### The metal 1 layer

Scale: 4 px per um. Supply wires on this layer in gray.
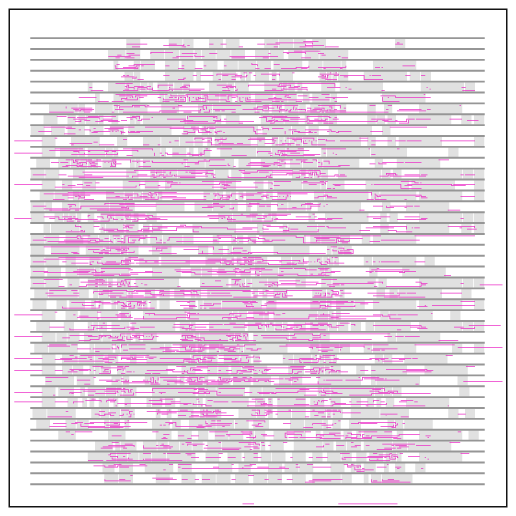
### Routed metal, one color a layer

Scale: 4 px per um. Two of the layers only.
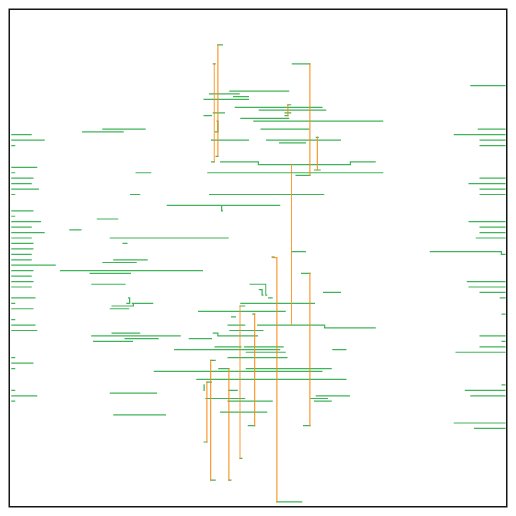
### Sequential cells grouped by signal name

Scale: 4 px per um. Other sequential cells in the stronger gray, the rest of the logic in the fainter gray.
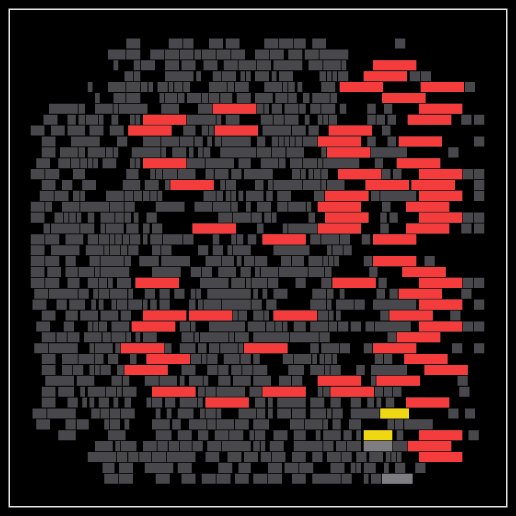
### Routing congestion map

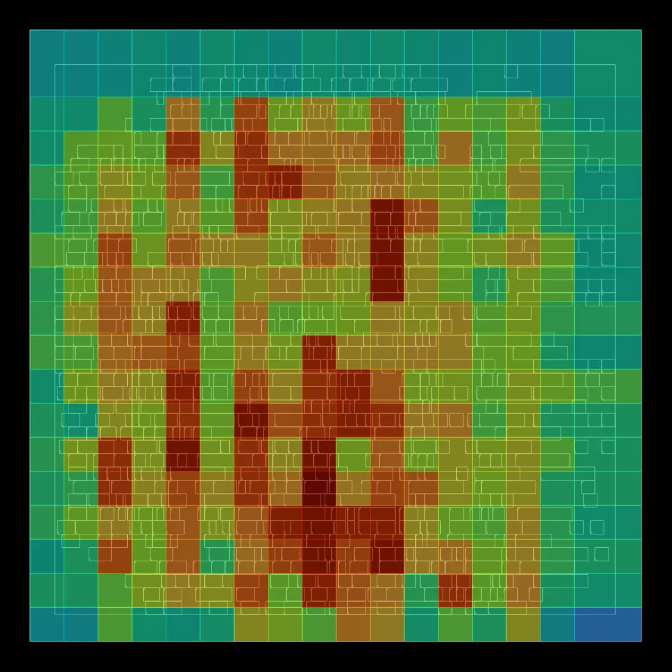
Design alu_logic_pipe, sky130hd; sources not shown.
==> results.toml <==
# implementation run metrics
[run_status]
status = "finished, final reports clean"

[drt]
postRouteAntennaNets = 0

[floorplan]
ios = 138
row_count = 41
die_width_um = 124

[yosys]
synth_nets = 849
synth_area_per_cell_sq_um = 9.99
synth_cell_types = 33
synthFlopType = "edfxtp_1"
ys_sh_xor_pct = 0
simple_gate_area_share_pct = 12.2
ys_sh_adder_pct = 22.2

[final_layout]
layout.cells.non_filler = 979
largest_reg_flops = 64
insertedDiodeCount = 0

[power]
internal_power_mw = 2.76
clockPowerShare_pct = 33.1
seq_power_share_pct = 34.3
comb_cell_power_mw = 1.32
power_density_nw_per_um2 = 475

[clock_tree]
numClockSinks = 68
clk_path_buf_depth = 2
path_clk_slew_ns = 0.06

[placement]
dp_slack_ns = -0.189

[critical_path]
worst_r2r_path_depth = 7
crit_path_end_kind = "flop"

[timing]
holdWs_ns = 0.463
max_freq_mhz = 410

[worst_hold_path]
min_path_type = "flop to flop"

[flow_run]
cap_viol_max_count = 0
Back to the opening pictures, 'The metal 1 layer':
The longest straight run is 42.3 um. The layer holds 39% of the routed length. The wires run mostly horizontal. The layer carries 6530 um of wire.
GR Layer Usage met1: 27.8%
total vias in the final route: 5425
Routed WL: 16600 um

Back to the opening pictures, 'Routed metal, one color a layer':
Green is met3, wire length 1280 um. Orange is met4, wire length 370 um.
drt wl/cell: 17.0 um
All-Layer GR Usage: 21.9%

Back to the opening pictures, 'Sequential cells grouped by signal name':
Red is r_res_p, sequential cells 64. Yellow is r_err_p, sequential cells 2.
Another 2 sequential cells are not colored.
FF/Latch Area: 2000 sq um
fraction of area in registers: 23.6%
Power Sequential: 1.39 mW

Back to the opening pictures, 'Routing congestion map':
GR peak layer: met2
Core Util, Final: 67.1%
routing usage on met2: 38.7%
met3 Use GR: 2.23%

## synth_stat cells, types with 2 or more instances
cell type / number / share of area, %
inv_1: 84 / 4.9
edfxtp_1: 64 / 30
ha_1: 64 / 12
buf_4: 39 / 4.5
nand2_1: 36 / 2.1
and2_1: 34 / 3.3
fa_1: 32 / 9.9
a222oi_1: 31 / 4.8
o21ai_0: 30 / 2.3
a21oi_1: 21 / 1.6
nor2_1: 21 / 1.2
nand2b_1: 19 / 1.8
a22o_1: 18 / 2.4
a21o_1: 17 / 2.0
mux2_2: 17 / 2.9
o211ai_1: 17 / 2.0
mux2i_1: 15 / 2.3
nand3_1: 15 / 1.2
nor2b_1: 15 / 1.4
buf_2: 14 / 1.1
o2bb2ai_1: 14 / 1.9
clkbuf_1: 11 / 0.64
buf_6: 7 / 1.2
dfxtp_1: 4 / 1.2
nor2b_4: 2 / 0.42
nor3_2: 2 / 0.31
## cell type report
class / instances / area [sq um]
Timing Repair Buffer: 212 / 1940
Sequential cell: 68 / 2000
Fill cell: 988 / 4170
Multi-Input combinational cell: 426 / 3700
Clock buffer: 10 / 229
Clock inverter: 6 / 88.8
Inverter: 85 / 323
Tap cell: 172 / 215
## cells by family after synthesis
| family | count (synthesis) |
|---|---|
| buffers and inverters | 156 |
| DFF | 68 |
| adders and majority gates | 96 |
| AOI/OAI and AO/OA | 150 |
| muxes | 32 |
| and+or+nand+nor | 148 |
## layer usage
metal / vias up / wire [um] / share of wire, %
met4: 0 / 370 / 2.2
met3: 28 / 1280 / 7.7
met2: 247 / 8450 / 51
met1: 2585 / 6530 / 39
li1: 2565 / - / -
met5: - / 0 / 0
## worst max-delay path, cell delays in order
cell and delay [ns]:
clkdlybuf4s50_1 0.44, buf_4 0.18, and2b_4 0.36, nor2b_4 0.48, a222oi_1 0.19, a21oi_1 0.20
Power and IR drop assume default switching activity.
